## src/rtl/dmem_arbiter.sv

```systemverilog
// Round-robin arbiter sharing single-port data_mem between the core and a host port.
// Round-robin with a bounded hold, plus a host lock that gives the host exclusive access.
module dmem_arbiter #(
  parameter int unsigned AW       = 8,
  parameter int unsigned DW       = 8,
  parameter int unsigned MAX_HOLD = 4
) (
  input  logic          CLK,
  input  logic          start,
  input  logic          core_req,
  input  logic          core_we,
  input  logic [AW-1:0] core_addr,
  input  logic [DW-1:0] core_wdata,
  output logic          core_gnt,
  output logic          core_rvalid,
  output logic [DW-1:0] core_rdata,
  input  logic          host_req,
  input  logic          host_we,
  input  logic [AW-1:0] host_addr,
  input  logic [DW-1:0] host_wdata,
  input  logic          host_lock,
  output logic          host_gnt,
  output logic          host_rvalid,
  output logic [DW-1:0] host_rdata,
  output logic [AW-1:0] mem_addr,
  output logic          mem_wen,
  output logic          mem_ren,
  output logic [DW-1:0] mem_wdata,
  input  logic [DW-1:0] mem_rdata,
  output logic [15:0]   stall_cnt
);

  typedef enum logic [1:0] {OwnNone, OwnCore, OwnHost} owner_e;

  localparam logic [3:0] HoldCnt = 4'(MAX_HOLD);

  owner_e        owner_q, owner_d;
  logic [3:0]    cnt_q, cnt_d;
  logic          last_host_q, last_host_d;
  logic          core_rvalid_q, core_rvalid_d;
  logic          host_rvalid_q, host_rvalid_d;
  logic [DW-1:0] core_rdata_q, core_rdata_d;
  logic [DW-1:0] host_rdata_q, host_rdata_d;
  logic [15:0]   stall_q, stall_d;
  logic          core_gnt_c, host_gnt_c;
  logic [3:0]    cnt_inc;

  // Grants are masked while reset is held so every output reads 0 during reset.
  always_comb begin
    core_gnt_c = 1'b0;
    host_gnt_c = 1'b0;
    if (!start) begin
      if (host_lock) begin
        host_gnt_c = host_req;
      end else if (core_req && host_req) begin
        if (owner_q == OwnCore && cnt_q < HoldCnt) begin
          core_gnt_c = 1'b1;
        end else if (owner_q == OwnHost && cnt_q < HoldCnt) begin
          host_gnt_c = 1'b1;
        end else if (last_host_q) begin
          core_gnt_c = 1'b1;
        end else begin
          host_gnt_c = 1'b1;
        end
      end else begin
        core_gnt_c = core_req;
        host_gnt_c = host_req;
      end
    end
  end

  always_comb begin
    mem_addr  = '0;
    mem_wdata = '0;
    mem_wen   = 1'b0;
    mem_ren   = 1'b0;
    if (core_gnt_c) begin
      mem_addr  = core_addr;
      mem_wdata = core_wdata;
      mem_wen   = core_we;
      mem_ren   = ~core_we;
    end else if (host_gnt_c) begin
      mem_addr  = host_addr;
      mem_wdata = host_wdata;
      mem_wen   = host_we;
      mem_ren   = ~host_we;
    end
  end

  always_comb begin
    cnt_inc       = (cnt_q == 4'hF) ? 4'hF : cnt_q + 4'd1;
    owner_d       = OwnNone;
    cnt_d         = 4'd0;
    last_host_d   = last_host_q;
    if (core_gnt_c) begin
      owner_d     = OwnCore;
      cnt_d       = (owner_q == OwnCore) ? cnt_inc : 4'd1;
      last_host_d = 1'b0;
    end else if (host_gnt_c) begin
      owner_d     = OwnHost;
      cnt_d       = (owner_q == OwnHost) ? cnt_inc : 4'd1;
      last_host_d = 1'b1;
    end

    core_rvalid_d = core_gnt_c & ~core_we;
    host_rvalid_d = host_gnt_c & ~host_we;
    core_rdata_d  = core_rvalid_d ? mem_rdata : core_rdata_q;
    host_rdata_d  = host_rvalid_d ? mem_rdata : host_rdata_q;

    stall_d = stall_q;
    if (((core_req & ~core_gnt_c) | (host_req & ~host_gnt_c)) && stall_q != 16'hFFFF) begin
      stall_d = stall_q + 16'd1;
    end
  end

  always_ff @(posedge CLK or posedge start) begin
    if (start) begin
      owner_q       <= OwnNone;
      cnt_q         <= 4'd0;
      last_host_q   <= 1'b1;
      core_rvalid_q <= 1'b0;
      host_rvalid_q <= 1'b0;
      core_rdata_q  <= '0;
      host_rdata_q  <= '0;
      stall_q       <= 16'd0;
    end else begin
      owner_q       <= owner_d;
      cnt_q         <= cnt_d;
      last_host_q   <= last_host_d;
      core_rvalid_q <= core_rvalid_d;
      host_rvalid_q <= host_rvalid_d;
      core_rdata_q  <= core_rdata_d;
      host_rdata_q  <= host_rdata_d;
      stall_q       <= stall_d;
    end
  end

  assign core_gnt    = core_gnt_c;
  assign host_gnt    = host_gnt_c;
  assign core_rvalid = core_rvalid_q;
  assign host_rvalid = host_rvalid_q;
  assign core_rdata  = core_rdata_q;
  assign host_rdata  = host_rdata_q;
  assign stall_cnt   = stall_q;

endmodule

```

## config.mk

```make
export PLATFORM = sky130hd
export DESIGN_NAME = dmem_arbiter
export DESIGN_NICKNAME = d
export VERILOG_FILES = /design/src/rtl/dmem_arbiter.sv
export SDC_FILE = /design/constraint.sdc
export NUM_CORES = 1
export LEC_CHECK = 0
export ABC_AREA = 1
export ABC_CLOCK_PERIOD_IN_PS = 1900
export CAP_MARGIN = 20
export CORE_MARGIN = 8
export CORE_UTILIZATION = 30
export CTS_BUF_LIST = sky130_fd_sc_hd__clkbuf_8
export DETAILED_ROUTE_END_ITERATION = 6
export GPL_TIMING_DRIVEN = 0
export SKIP_CTS_REPAIR_TIMING = 1
export SLEW_MARGIN = 0
export SYNTH_ARGS = -nofsm -noshare
export SYNTH_HDL_FRONTEND = slang
export SYNTH_SLANG_ARGS = --single-unit
```

## constraint.sdc

```tcl
create_clock -name CLK -period 1.9 [get_ports CLK]
set_input_delay 0.38 -clock CLK [delete_from_list [all_inputs] [get_ports CLK]]
set_output_delay 0.38 -clock CLK [all_outputs]
set_load 0.005 [all_outputs]
```

==> qor.txt, run 1 <==
RSZ-0062 raised after global routing: true
Area share of fa/ha/maj cells after synthesis: 0.0112
Reg-to-Reg End: stall_cnt[2]$_DFFE_PP0P_
Clock sink count: 41
H-tree Lvls: 2
Proportion of synthesized area in mux cells: 0
Met1 Use GR: 0.152
Worst Setup Start Kind: register
Area occupied by registers: 0.00103 mm^2
Power Total: 2.70 mW
Sw Ratio: 0.278
Status: complete, but fails checks
Grt peak-use layer: met2
Root Buffer: clkbuf_8
Starting Density: 0.309
Slew Limit Fails: 0
Worst Setup End Kind: output pin
Number of synthesized flops with an enable pin: 0
Grt total ovfl: 0
Synthesis Warnings: 0
Failing checks: setup timing
Largest net degree at the start of global routing: 42
Clk pwr share: 0.263
Critical Path Source: cnt_q[2]$_DFF_PP0_
F_max: 452 MHz
Worst-path clk slew: 0.08 ns
Internal cell power: 1.95 mW
Reg power frac: 0.424
YS chip area: 0.00223 mm^2
Setup Viol. Count Final: 20
Met3 routed WL: 248 um
Crit path to: mem_wdata[7]
Final WS setup: -0.312 ns
Max power group: sequential cells
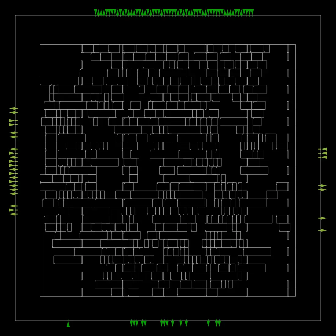
**Above:** run 1 (cell outlines without signal wires).
Layout Cells excl Fill: 505
Finished Core Util: 0.514
Fillers: 715

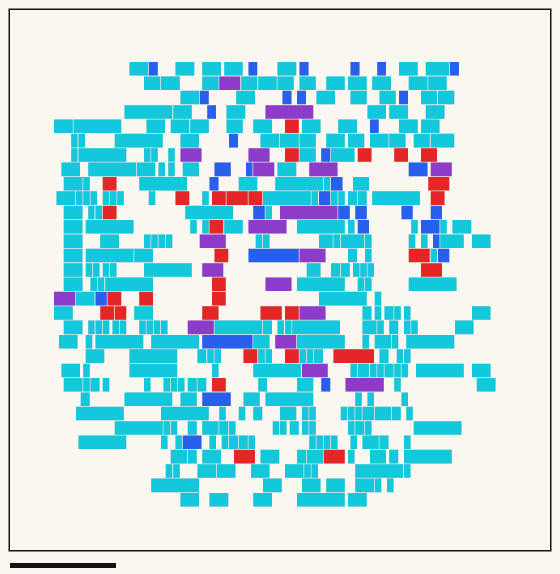
**Above:** run 1 (drive-strength map).
Scale bar: 20 um.
Key: x1 and smaller = cyan [cells 320]; x3 and x4 = red [cells 32]; x6 and larger = purple [cells 19]; x2 = blue [cells 35]

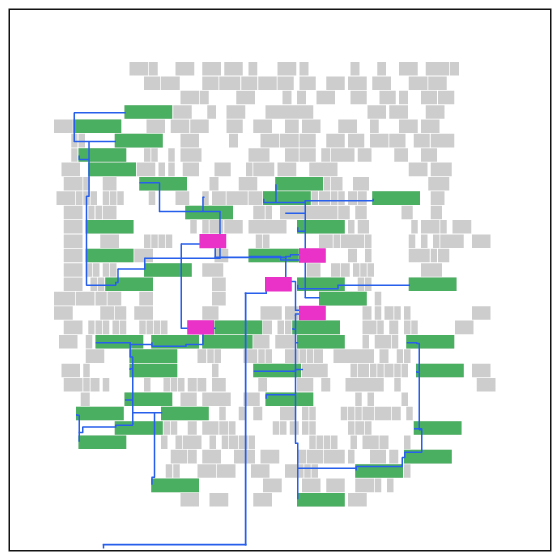
**Above:** run 1 (clock network drawn from the DEF).
Key: flip-flops = green [count 41]; clock wires = blue [length 533 um]; clock-net drivers = magenta [count 5]
There are 6 routed clock nets.
Clk. pwr: 0.709 mW
Late-Pin Clk Latency: 0.28 ns
Fin Clk Skew: 0.00759 ns

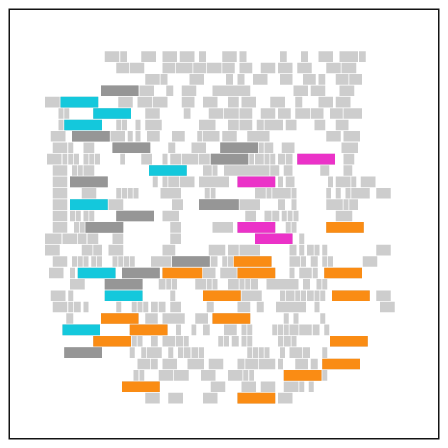
**Above:** run 1 (sequential cells grouped by signal name).
Other sequential cells in the stronger grey, the rest of the logic in the fainter grey.
Key: `stall_cnt` = orange [flops 16]; `core_rdata` = cyan [flops 8]; `cnt_q` = magenta [flops 4, where centre]

**Run 1: wire density map**

Scale bar: 20 um. 20 x 20 tiles, from dark purple (low) to yellow (high), scaled to the fullest tile. Values are wire area over tile area, all layers added.
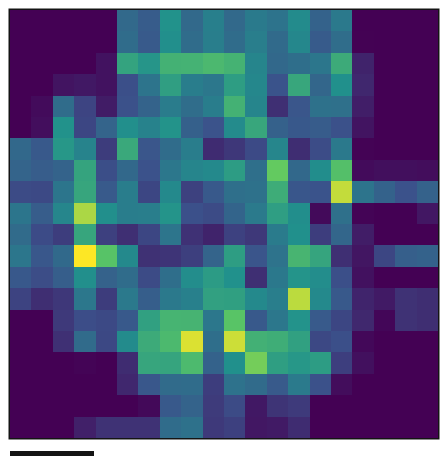

==> run 2: changes to the inputs <==
--- a/config.mk
+++ b/config.mk
@@ -5,7 +5,7 @@
 export SDC_FILE = /design/constraint.sdc
 export NUM_CORES = 1
 export LEC_CHECK = 0
-export ABC_AREA = 1
+export ABC_AREA = 0
 export ABC_CLOCK_PERIOD_IN_PS = 1900
 export CAP_MARGIN = 20
 export CORE_MARGIN = 8
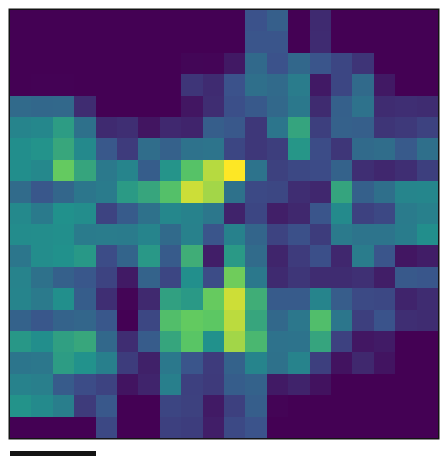
**Above:** run 2 (wire density map).
Scale bar: 20 um. 20 x 20 tiles, from dark purple (low) to yellow (high), scaled to the fullest tile. Values are wire area over tile area, all layers added.
12% of the tiles are over half the peak. The mean over all tiles is 0.11. The fullest tile reaches 0.43.
Via Count: 1996
Routed Wire Length: 6360 um
wire length per cell: 15.9 um
GRT Total Usage: 0.125

==> qor.txt, run 2 <==
Root Buffer: clkbuf_8
Late-Pin Clk Latency: 0.29 ns
Reg-to-Reg End: host_rdata[2]$_DFFE_PP0P_
Fin Clk Skew: 0.00338 ns
Final WS setup: -0.804 ns
Failing checks: setup timing
RSZ-0062 raised after global routing: true
Area share of fa/ha/maj cells after synthesis: 0.0119
Fillers: 644
Power Total: 3.08 mW
Finished Core Util: 0.531
Worst Setup Start Kind: register
Required @ worst endpoint: 1.52 ns
Number of synthesized flops with an enable pin: 0
F_max: 370 MHz
Met1 Use GR: 0.148
Sw Ratio: 0.287
Crit path to: mem_ren
Crit-path max FO: 5
Grt total ovfl: 0
Max power group: sequential cells
Internal cell power: 2.19 mW
Proportion of synthesized area in mux cells: 0.110
Setup Viol. Count Final: 37
Starting Density: 0.311
ANT cells: 0
Critical Path Source: owner_q[0]$_DFF_PP0_
Highest routed layer: met4
Met3 Usage GRT: 0.0789
Clk. pwr: 0.739 mW
Area occupied by registers: 0.00103 mm^2
Clock sink count: 41
Reg power frac: 0.416
Met3 routed WL: 857 um
Fin Setup TNS: -18.73 ns
Status: complete, but fails checks
Grt peak-use layer: met2
H-tree Lvls: 2
CLK BUF: 6
Worst Setup End Kind: output pin
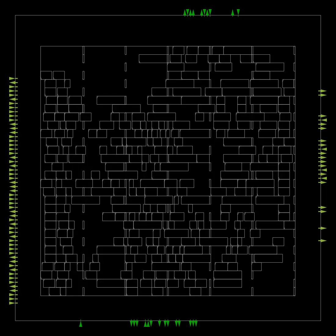
**Above:** run 2 (cell outlines without signal wires).
flop share of the area: 0.285
Layout Cells excl Fill: 401

Power is estimated from default activity; no workload was simulated.
